### config.mk
export PLATFORM = sky130hd
export DESIGN_NAME = quantum_state_preparer
export DESIGN_NICKNAME = d
export VERILOG_FILES = /design/src/rtl/quantum_state_preparer.sv
export SDC_FILE = /design/constraint.sdc
export NUM_CORES = 1
export LEC_CHECK = 0
export ABC_AREA = 1
export CORE_MARGIN = 2
export CORE_UTILIZATION = 45
export DETAILED_ROUTE_END_ITERATION = 8
export DONT_BUFFER_PORTS = 1
export HOLD_SLACK_MARGIN = 0.03
export SYNTH_ARGS = -nofsm -noshare
export SYNTH_HDL_FRONTEND = slang
export SYNTH_SLANG_ARGS = --single-unit
### constraint.sdc
create_clock -name clk -period 6.75 [get_ports clk]
set_clock_uncertainty 0.05 [all_clocks]
set_input_delay 1.0125 -clock clk [delete_from_list [all_inputs] [get_ports clk]]
set_output_delay 1.0125 -clock clk [all_outputs]
set_load 0.05 [all_outputs]
### src/rtl/quantum_state_preparer.sv
// Loads a 2-qubit state: four magnitude-squared words become real, zero-phase amplitudes through one shared bit-serial restoring square root.
// Optional input-normalization flag is built only when STATE_PREP_NORM_CHECK_EN is defined.
`ifndef TOTAL_BITS
`define TOTAL_BITS 16
`endif
`ifndef FX_BITS
`define FX_BITS 14
`endif

module quantum_state_preparer #(
  parameter int TOTAL_BITS = `TOTAL_BITS,
  parameter int FX_BITS    = `FX_BITS,
  parameter int NORM_TOL   = 4
) (
  input  logic                    clk,
  input  logic                    rst,
  input  logic                    in_valid,
  output logic                    in_ready,
  input  logic [TOTAL_BITS*4-1:0] mag_sq_in,
  output logic                    out_valid,
  input  logic                    out_ready,
  output logic [TOTAL_BITS*8-1:0] q_state_out,
  output logic [3:0]              neg_in,
  output logic                    norm_err
);

  localparam int RAD_W = 2 * TOTAL_BITS;
  localparam int REM_W = TOTAL_BITS + 2;
  localparam int TRY_W = TOTAL_BITS + 4;
  localparam int CNT_W = (TOTAL_BITS > 2) ? $clog2(TOTAL_BITS) : 1;

  if (FX_BITS > TOTAL_BITS - 2 || FX_BITS < 0 || NORM_TOL < 0) begin : g_param_check
    $error("quantum_state_preparer: illegal FX_BITS/NORM_TOL for TOTAL_BITS");
  end

  typedef enum logic [2:0] {
    IDLE,
    LOAD,
    ITER,
    NEXT,
    DONE
  } state_t;

  state_t state, state_nxt;

  logic [1:0]                    idx;
  logic [CNT_W-1:0]              cnt;
  logic [TOTAL_BITS*4-1:0]       mag_cap;
  logic signed [TOTAL_BITS-1:0]  cur_mag;
  logic                          cur_neg;
  logic [RAD_W-1:0]              rad;
  logic [REM_W-1:0]              rem;
  logic [REM_W-1:0]              rem_nxt;
  logic [TOTAL_BITS-1:0]         root;
  logic [TOTAL_BITS-1:0]         root_nxt;
  logic [TRY_W-1:0]              shifted;
  logic [TRY_W-1:0]              trial;
  logic                          bit_ok;
  logic signed [TOTAL_BITS-1:0]  real_work [4];
  logic [TOTAL_BITS*8-1:0]       work_packed;
  logic                          capture;

  assign capture  = (state == IDLE) && in_valid;
  assign in_ready = (state == IDLE) && !rst;
  assign cur_mag  = mag_cap[(3 - int'(idx))*TOTAL_BITS +: TOTAL_BITS];
  assign cur_neg  = cur_mag[TOTAL_BITS-1];

  always_ff @(posedge clk) begin
    if (rst) state <= IDLE;
    else     state <= state_nxt;
  end

  always_comb begin
    state_nxt = state;
    case (state)
      IDLE: if (in_valid) state_nxt = LOAD;
      LOAD: state_nxt = ITER;
      ITER: if (cnt == '0) state_nxt = NEXT;
      NEXT: state_nxt = (idx == 2'd3) ? DONE : LOAD;
      DONE: if (out_valid && out_ready) state_nxt = IDLE;
      default: state_nxt = IDLE;
    endcase
  end

  // Restoring step: shift in two radicand bits, try subtracting (root<<2)|1
  always_comb begin
    shifted  = {rem, rad[RAD_W-1 -: 2]};
    trial    = {2'b00, root, 2'b01};
    bit_ok   = (shifted >= trial);
    rem_nxt  = bit_ok ? REM_W'(shifted - trial) : REM_W'(shifted);
    root_nxt = {root[TOTAL_BITS-2:0], bit_ok};
  end

  always_comb begin
    work_packed = '0;
    for (int i = 0; i < 4; i++) begin
      work_packed[(7 - 2*i)*TOTAL_BITS +: TOTAL_BITS] = real_work[i];
    end
  end

  always_ff @(posedge clk) begin
    case (state)
      IDLE: if (in_valid) mag_cap <= mag_sq_in;
      LOAD: begin
        rad  <= cur_neg ? '0 : (RAD_W'(cur_mag) << FX_BITS);
        root <= '0;
        rem  <= '0;
      end
      ITER: begin
        rad  <= rad << 2;
        root <= root_nxt;
        rem  <= rem_nxt;
      end
      NEXT: real_work[idx] <= root;
      default: ;
    endcase
  end

  // Results land in q_state_out only on DONE entry so the previous vector stays visible while computing
  always_ff @(posedge clk) begin
    if (rst) begin
      out_valid   <= 1'b0;
      q_state_out <= '0;
      neg_in      <= '0;
      idx         <= '0;
      cnt         <= '0;
    end else begin
      case (state)
        IDLE: if (in_valid) begin
          idx    <= '0;
          neg_in <= '0;
        end
        LOAD: begin
          cnt <= CNT_W'(TOTAL_BITS - 1);
          if (cur_neg) neg_in[~idx] <= 1'b1;
        end
        ITER: cnt <= cnt - 1'b1;
        NEXT: if (idx != 2'd3) idx <= idx + 2'd1;
        DONE: begin
          if (!out_valid) begin
            out_valid   <= 1'b1;
            q_state_out <= work_packed;
          end else if (out_ready) begin
            out_valid <= 1'b0;
          end
        end
        default: ;
      endcase
    end
  end

`ifdef STATE_PREP_NORM_CHECK_EN
  localparam logic signed [TOTAL_BITS+2:0] ONE_FX = (TOTAL_BITS+3)'(1) << FX_BITS;
  localparam logic signed [TOTAL_BITS+2:0] TOL    = (TOTAL_BITS+3)'(NORM_TOL);

  function automatic logic [TOTAL_BITS+1:0] clamp_ext(input logic signed [TOTAL_BITS-1:0] v);
    return v[TOTAL_BITS-1] ? '0 : {2'b00, v};
  endfunction

  logic [TOTAL_BITS+1:0]        norm_sum;
  logic signed [TOTAL_BITS+2:0] norm_diff;
  logic                         norm_bad;
  logic                         norm_pend;

  always_comb begin
    norm_sum = '0;
    for (int i = 0; i < 4; i++) begin
      norm_sum = norm_sum + clamp_ext(mag_sq_in[i*TOTAL_BITS +: TOTAL_BITS]);
    end
    norm_diff = $signed({1'b0, norm_sum}) - ONE_FX;
    norm_bad  = (norm_diff > TOL) || (norm_diff < -TOL);
  end

  always_ff @(posedge clk) begin
    if (capture) norm_pend <= norm_bad;
  end

  always_ff @(posedge clk) begin
    if (rst)                            norm_err <= 1'b0;
    else if (capture)                   norm_err <= 1'b0;
    else if (state == DONE && !out_valid) norm_err <= norm_pend;
  end
`else
  assign norm_err = 1'b0;
`endif

endmodule

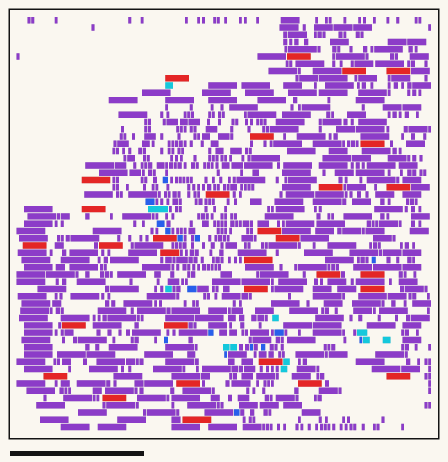
(run_1/drive_strength.png)
Scale bar: 50 microns.
cyan -> drive 3 to 4  # cells 11, share 1.0%
blue -> drive 2  # cells 16, share 1.5%
purple -> drive 1 or less  # cells 1,040, share 95%
red -> drive 6 and up  # cells 31, share 2.8%

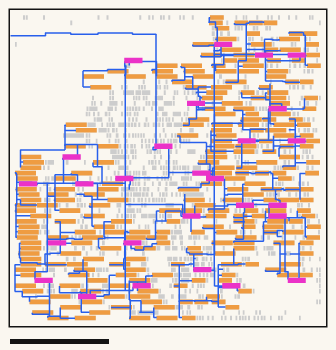
(run_1/clock_map.png)
Scale bar: 50 microns.
magenta -> cells driving clock nets  # count 27
orange -> flip-flops  # count 258
blue -> clock wires  # length 2,910 microns
routed clock nets = 28
flops lie = widely spread

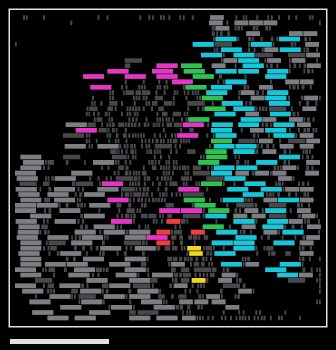
(run_1/registers.png)
Scale bar: 50 microns.
green -> root  # sequential cells 16
magenta -> rem  # sequential cells 18
cyan -> real_work  # sequential cells 64
red -> cnt  # sequential cells 4
yellow -> state  # sequential cells 3
Final Util: 49.3%
flop share of the area: 58.7%

==> reports/metrics.csv, run 1 <==
stage,metric,value,unit
worst_hold_path,worstHoldEndpoint,cnt[0],
clock_tree,cts_hold_buf,0,
detailed_routing,ant_nets,0,
worst_setup_path,worstSetupPathType,reg -> out,
synthesis,yosys_most_used_dff,edfxtp_1,
synthesis,yosys_cells,1082,
final_timing,setup_tns,0,ps
layout,largestRegisters,"mag_cap: 64 flops, q_state_out: 64 flops, real_work: 64 flops",
worst_setup_path,critPathTopFamily,simple AND/OR/NAND/NOR gates,
power_and_ir_drop,power_density,368,nW/um^2
synthesis,syn_avg_cell_area,10.1,sq um
die,design.core.area,24100,sq um
clock_tree,ctsLongestPathBuffers,3,
synthesis,syn-cell-area,11000,sq um
worst_setup_path,cp_slowest_cell,nor2_1,
die,die_h,160,microns
job,warnings,30,
worst_setup_path,r2r-end,cnt[2],
clock_tree,cts_tree,built,
detailed_routing,route.detailed.drc,0,
grt,antenna_found_initial,0,
synthesis,adder_share,2.62,%
synthesis,synth.largest_area_cell,edfxtp_1,
clock_tree,cts_resized,0,
die,dieArea,25700,sq um
layout,lay_top_cells,"nand2_1, edfxtp_1, a21oi_1",
place,routabilityCongestion,0.887,
clock_tree,clkTransAtPathRegs,60,ps
place,placedInstanceArea,11000,sq um
synthesis,most_common_cell,nand2_1,
worst_setup_path,worstPathArrival,1860,ps
synthesis,top_area_share,49.2,%
synthesis,synthMuxAreaShare,0,%
detailed_routing,top_layer,met4,
worst_hold_path,hold-path-cell-count,1,
clock_tree,clkSinkCount,258,
layout,fin_cells,1422,
grt,grt_overflow,0,
synthesis,synth-edff-count,180,
worst_setup_path,cp.depth,3,
synthesis,yosys.area_share.aoi,7.80,%
power_and_ir_drop,total_power,4.37,mW
final_timing,fmax,0.342,GHz
grt,grtUsageMet1,21.1,%
grt,grt.total_usage,16.2,%
detailed_routing,dr_wl_met3,1.39,mm
power_and_ir_drop,leakagePower,4.58,nW
grt,top_usage_layer,met2,
worst_setup_path,rrSetupSlack,4080,ps
detailed_routing,via_per_inst,4.77,
place,placed_cells,1372,
worst_setup_path,cp-end-kind,primary output,
synthesis,synth_cell_types,38,
worst_setup_path,cp_common_cell,nor2_1,
die,rows,57,
layout,final_nets,1168,
die,dieWidth,160,microns
layout,drive_gt1_share,5.28,%
synthesis,topCellsByArea,"edfxtp_1, dfxtp_1, nand2_1",
synthesis,synth_cells,1082,
synthesis,simple_gate_share,16.1,%
synthesis,ys_chip_area,11000,sq um
synthesis,xor_area_share,0.718,%
worst_setup_path,slowest_delay,690,ps
synthesis,yosys_warnings,0,
grt,use_met2,27.5,%
detailed_routing,dr.first_iter.drc_count,373,
grt,grt_pass1_vias,6353,
die,pin_count,203,
grt,grt_max_degree,77,
worst_setup_path,r2r_cells,6,
layout,area_delta_synth_final,8.13,%
detailed_routing,m1WireLength,9.21,mm
final_timing,hold_violations,0,
final_timing,worst_slew_pin_slew,1080,ps
clock_tree,numCtsBuffers,27,
worst_setup_path,path_buffers,0,
worst_setup_path,worstPathRequired,5690,ps
detailed_routing,wl_per_cell,14.9,microns
clock_tree,cts_setup_buffers,0,
outcome,status,"finished, final reports clean",
synthesis,synthArstFlopShare,0,%
power_and_ir_drop,ir_drop,265,uV
detailed_routing,wl_met2,10.2,mm
worst_hold_path,min_path_type,reg -> reg,
worst_setup_path,cp-endpoint,in_ready,
worst_setup_path,critPathMaxFanout,4,
worst_setup_path,r2r-start,state[2],
place,pre_cts_ws,4000,ps
place,io_buffer_count,0,
detailed_routing,via_count,6782,
worst_setup_path,cp-startpoint,state[1],
grt,met3_usage,4.10,%
final_timing,rsz0062_at_grt,false,
synthesis,synth.logic.top_family,simple AND/OR/NAND/NOR gates,
final_timing,whs,416,ps
worst_setup_path,worstSetupStartpointType,register,
job,cap_violations,0,
detailed_routing,dr.pass1.iters,5,
synthesis,top_cells_by_count,"nand2_1, edfxtp_1, a21oi_1, inv_1, nor2_1",
final_timing,maxSlewHeadroom,27.9,%
clock_tree,clk_latency,540,ps
final_timing,final-max-slew-violation-count,0,
clock_tree,htreeDepth,1,
final_timing,finalSetupViolations,0,
die,fp_util,45.6,%
synthesis,synth_flops,258,
## run 1: area by class of cell
type	count	area (sq um)
sequential	258	6970
timing repair buffer	7	52.6
multi-input combinational	692	3240
tap	324	405
clock inverter	17	173
fill	2266	12200
clock buffer	33	698
inverter	91	342
## run 1: kinds of logic after synthesis
family | after synthesis
AND/OR/NAND/NOR | 445
adder cells (fa/ha/maj) | 23
XOR/XNOR | 9
AND-OR/OR-AND | 150
buffers and inverters | 196
flip-flops | 258
other | 1
## run 1: power by group
| part | switching, mW | internal [mW] | total (mW) |
|---|---|---|---|
| Sequential | 0.101 | 1.92 | 2.02 |
| Clock | 0.595 | 0.853 | 1.45 |
| Combinational | 0.629 | 0.278 | 0.906 |
| Total | 1.33 | 3.05 | 4.37 |
==> run_1/final_clocks.png <==
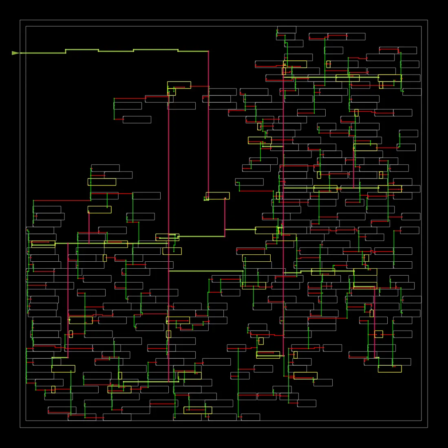

==> run 1 -> run 2 <==
==> constraint.sdc (replaced) <==
create_clock -name clk -period 2.4 [get_ports clk]
set_clock_uncertainty 0.05 [all_clocks]
set_input_delay 0.36 -clock clk [delete_from_list [all_inputs] [get_ports clk]]
set_output_delay 0.36 -clock clk [all_outputs]
set_load 0.05 [all_outputs]
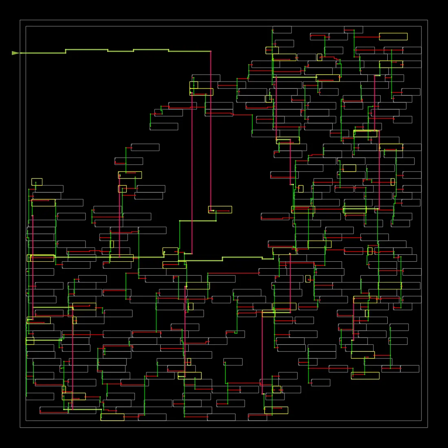
(run_2/final_clocks.png)
Worst-Skew Late Latency: 550 ps
CLK BUF: 34

==> reports/metrics.csv, run 2 <==
stage,metric,value,unit
die,design.core.area,24100,sq um
power_and_ir_drop,pwr-share-comb,23.5,%
final_timing,setup_tns,0,ps
die,pin_count,203,
layout,multi_input_comb_cells,692,
worst_hold_path,hold-path-cell-count,3,
layout,fin_cells,1529,
power_and_ir_drop,seqPwrFrac,43.7,%
clock_tree,numCtsBuffers,28,
layout,fin_util,53.8,%
detailed_routing,dr.first_iter.drc_count,516,
synthesis,syn_avg_cell_area,10.1,sq um
clock_tree,clkTransAtPathRegs,60,ps
place,placedInstanceArea,11300,sq um
synthesis,synth_cell_types,38,
layout,logic_area,3240,sq um
worst_setup_path,path_buffers,2,
power_and_ir_drop,leakagePower,5.10,nW
layout,largestRegisters,"mag_cap: 64 flops, q_state_out: 64 flops, real_work: 64 flops",
synthesis,yosys_cells,1082,
power_and_ir_drop,p_switching,3.88,mW
layout,buffers,112,
synthesis,yosys.area_share.aoi,7.80,%
worst_setup_path,cp-end-kind,register,
synthesis,adder_share,2.62,%
layout,seq_cells,258,
worst_setup_path,worstPathArrival,2430,ps
layout,lay_top_cells,"nand2_1, edfxtp_1, a21oi_1",
final_timing,finalSetupViolations,0,
final_timing,fmax,0.457,GHz
final_timing,hold_violations,0,
synthesis,syn-cell-area,11000,sq um
power_and_ir_drop,power_density,989,nW/um^2
final_timing,final-max-slew-violation-count,0,
synthesis,top_area_share,49.2,%
place,pre_cts_ws,51.3,ps
final_timing,rsz0062_at_grt,false,
worst_setup_path,worstSetupPathType,reg -> reg,
layout,area_delta_synth_final,18.0,%
layout,seq_area_share,53.8,%
layout,comb_share,25.0,%
layout,drive_gt1_share,9.05,%
synthesis,top_cells_by_count,"nand2_1, edfxtp_1, a21oi_1, inv_1, nor2_1",
die,tap_cells,324,
synthesis,xor_area_share,0.718,%
clock_tree,ctsLongestPathBuffers,3,
synthesis,yosys_most_used_dff,edfxtp_1,
synthesis,simple_gate_share,16.1,%
place,io_buffer_count,0,
power_and_ir_drop,internal-power,8.93,mW
synthesis,topCellsByArea,"edfxtp_1, dfxtp_1, nand2_1",
grt,grt_pass1_vias,7072,
worst_setup_path,worstPathRequired,2650,ps
worst_setup_path,cp_common_cell,nand2_1,
synthesis,yosys_warnings,0,
synthesis,synth.largest_area_cell,edfxtp_1,
die,die_h,160,microns
worst_setup_path,cp-startpoint,rem[9],
outcome,status,"finished, final reports clean",
worst_setup_path,worstSetupStartpointType,register,
power_and_ir_drop,power.share.clock,32.8,%
grt,grt_overflow,0,
worst_setup_path,slowest_delay,420,ps
worst_setup_path,r2r_cells,10,
final_timing,whs,99.3,ps
grt,grt.total_usage,17.3,%
layout,top_area_cell_class,flip-flops and latches,
synthesis,synth-edff-count,180,
clock_tree,cts_tree,built,
detailed_routing,dr.pass1.iters,5,
worst_hold_path,min_path_type,in -> reg,
worst_setup_path,critPathMaxFanout,5,
synthesis,most_common_cell,nand2_1,
synthesis,synth_flops,258,
place,placed_cells,1404,
worst_setup_path,cp.depth,10,
worst_setup_path,r2r-end,rem[15],
clock_tree,htreeDepth,1,
die,dieArea,25700,sq um
worst_hold_path,worstHoldEndpoint,state[2],
final_timing,worst_slew_pin_slew,1050,ps
die,dieWidth,160,microns
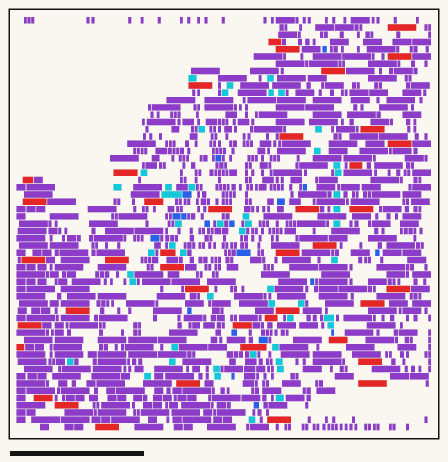
(run_2/drive_strength.png)
Scale bar: 50 microns.
purple -> drive 1 or less  # cells 1,096, share 91%
blue -> drive 2  # cells 19, share 1.6%
red -> drive 6 and up  # cells 41, share 3.4%
cyan -> drive 3 to 4  # cells 49, share 4.1%

[run 2: power groups by stage]
stage	Sequential, mW	Clock (mW)	Combinational [mW]
after floorplan	5.66	0	2.22
after global placement	5.69	0	2.86
after detailed placement	5.70	0	2.87
after CTS	5.61	4.28	2.99
after global routing	5.64	4.45	3.41
final	5.60	4.20	3.02
[run 2: routing by layer]
layer | vias up | GRT usage, % | share of wire [%]
li1 | 3662 | - | -
met1 | 3365 | 21.6 | 43
met2 | 192 | 29.9 | 48
met3 | 49 | 3.30 | 5.4
met4 | 0 | 6.67 | 3.6
met5 | - | 0 | 0
[run 2: repair_timing]
item | 4_1_cts | 5_1_grt
buffers inserted | 0 | 7
endpoints found under the setup margin | 0 | 18
endpoints found under the hold margin | 142 | 0
hold buffers | 66 | 0
gates resized | 0 | 2
==> run_2/registers.png <==
Scale bar: 50 microns.
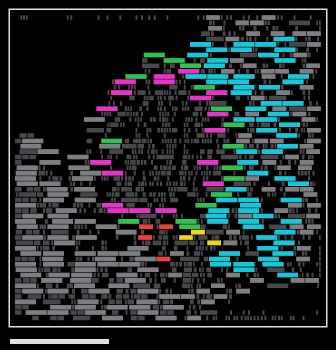

==> run 2 -> run 3 <==
--- a/config.mk
+++ b/config.mk
@@ -7,7 +7,7 @@
 export LEC_CHECK = 0
 export ABC_AREA = 1
 export CORE_MARGIN = 2
-export CORE_UTILIZATION = 45
+export CORE_UTILIZATION = 25
 export DETAILED_ROUTE_END_ITERATION = 8
 export DONT_BUFFER_PORTS = 1
 export HOLD_SLACK_MARGIN = 0.03
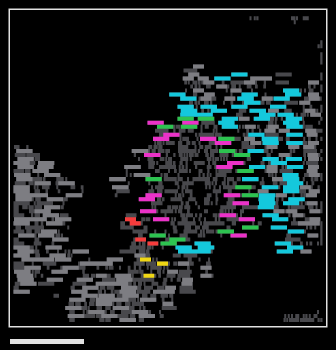
(run_3/registers.png)
Scale bar: 50 microns.
green -> root  # sequential cells 16
cyan -> real_work  # sequential cells 64
yellow -> state  # sequential cells 3
red -> cnt  # sequential cells 4
magenta -> rem  # sequential cells 18
sequential power: 5.58 mW
storage element area: 6970 sq um
flop share of the area: 52.2%
Final Util: 30.9%

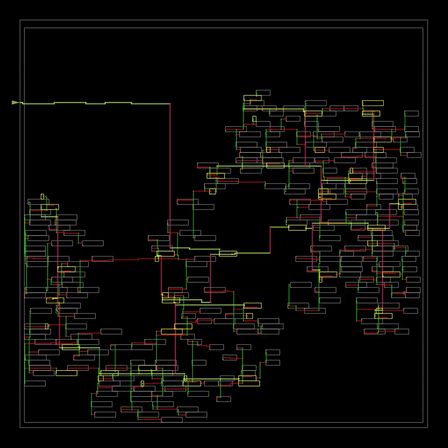
(run_3/final_clocks.png)
Seq Cell Count: 258
Num CTS Buffers: 27
CTS Sinks: 258
P_clk: 4.38 mW
CLK BUF: 36

==> reports/metrics.csv, run 3 <==
stage,metric,value,unit
power_and_ir_drop,p_switching,4.01,mW
layout,clockNetworkAreaShare,7.01,%
grt,grt.total_usage,10.9,%
worst_setup_path,rrSetupSlack,150,ps
grt,grt_overflow,0,
synthesis,top_area_share,49.2,%
synthesis,most_common_cell,nand2_1,
place,routabilityCongestion,0.880,
synthesis,synth-edff-count,180,
final_timing,worst_slew_pin_slew,1100,ps
worst_setup_path,cp-endpoint,rem[15],
power_and_ir_drop,ir_drop,488,uV
clock_tree,cts_hold_buf,66,
power_and_ir_drop,internal-power,9.14,mW
final_timing,finalSetupViolations,0,
synthesis,top_cells_by_count,"nand2_1, edfxtp_1, a21oi_1, inv_1, nor2_1",
synthesis,yosys_warnings,0,
layout,drive_gt1_share,9.14,%
final_timing,maxSlewHeadroom,26.8,%
clock_tree,clk_latency,550,ps
worst_setup_path,r2r-end,rem[15],
power_and_ir_drop,leakagePower,5.10,nW
detailed_routing,top_layer,met4,
layout,inverters_excl_clock,91,
detailed_routing,dr.pass1.iters,5,
power_and_ir_drop,power_density,986,nW/um^2
worst_setup_path,worstSetupPathType,reg -> reg,
synthesis,yosys_cells,1082,
synthesis,synth_flops,258,
power_and_ir_drop,pwr-share-comb,24.3,%
layout,comb_share,24.6,%
grt,use_met2,18.9,%
detailed_routing,dr.first_iter.drc_count,495,
worst_hold_path,worstHoldEndpoint,state[2],
synthesis,synth_cells,1082,
die,tap_cells,585,
layout,lay_top_cells,"nand2_1, edfxtp_1, a21oi_1",
power_and_ir_drop,power.share.clock,33.3,%
layout,buffers,111,
layout,nonClkBufAreaFrac,8.12,%
worst_setup_path,cp-startpoint,rem[5],
worst_setup_path,worstPathArrival,2490,ps
final_timing,final-max-slew-violation-count,0,
worst_setup_path,critPathMaxFanout,5,
detailed_routing,m1WireLength,10.9,mm
outcome,status,"finished, final reports clean",
clock_tree,htreeDepth,1,
worst_setup_path,worstSetupStartpointType,register,
synthesis,syn-cell-area,11000,sq um
power_and_ir_drop,seqPwrFrac,42.4,%
grt,grt_pass1_vias,7134,
detailed_routing,dr_wl_met3,1.62,mm
final_timing,fmax,0.444,GHz
job,warnings,31,
synthesis,topCellsByArea,"edfxtp_1, dfxtp_1, nand2_1",
worst_setup_path,critPathTopFamily,simple AND/OR/NAND/NOR gates,
worst_setup_path,cp_common_cell,nand2_1,
clock_tree,cts_setup_buffers,0,
place,placed_cells,1666,
final_timing,whs,84.9,ps
place,io_buffer_count,0,
layout,fin_cells,1788,
worst_setup_path,path_buffers,2,
detailed_routing,via_count,7362,
power_and_ir_drop,maxPowerGroup,registers,
die,dieArea,45600,sq um
clock_tree,cts_tree,built,
grt,met3_usage,2.48,%
grt,top_usage_layer,met2,
synthesis,synth.largest_area_cell,edfxtp_1,
place,placedInstanceArea,11600,sq um
layout,fill_cells,4431,
worst_hold_path,min_path_type,in -> reg,
detailed_routing,wl_met2,12.4,mm
worst_setup_path,cp.depth,12,
synthesis,synthArstFlopShare,0,%
detailed_routing,route.detailed.drc,0,
power_and_ir_drop,total_power,13.2,mW
detailed_routing,ant_nets,0,
worst_setup_path,r2r-start,rem[5],
clock_tree,cts_resized,0,
worst_setup_path,slowest_delay,400,ps
layout,top_area_cell_class,flip-flops and latches,
clock_tree,clkTransAtPathRegs,60,ps
power_and_ir_drop,pg_comb,3.19,mW
detailed_routing,wl_per_cell,14.3,microns
final_timing,rsz0062_at_grt,true,
synthesis,syn_avg_cell_area,10.1,sq um
final_timing,hold_violations,0,
worst_setup_path,r2r_cells,12,
==> run 3: cell counts after synthesis <==
No cell type changed its count.
==> run 3: worst register-to-register path, stage by stage, from the launching register on <==
cell	delay [ps]
edfxtp_1	400
ha_1	380
nand2_2	110
inv_1	60
nand2_1	70
nand2_1	70
nand2_1	90
nand2_1	70
nand2_2	100
nand4_4	200
buf_4	210
o21bai_1	120
nor2_1	60
==> run 3: cell families after synthesis <==
| family | count (synthesis) | share of synthesized area [%] |
|---|---|---|
| AOI/OAI and AO/OA | 150 | 7.80 |
| xor gates and xnor gates | 9 | 0.718 |
| adders and majority gates | 23 | 2.62 |
| buffers and inverters | 196 | 9.33 |
| DFF | 258 | 63.4 |
| other | 1 | 0.0341 |
| and+or+nand+nor | 445 | 16.1 |
No activity file was given, so power comes from the tool's default toggle rates.
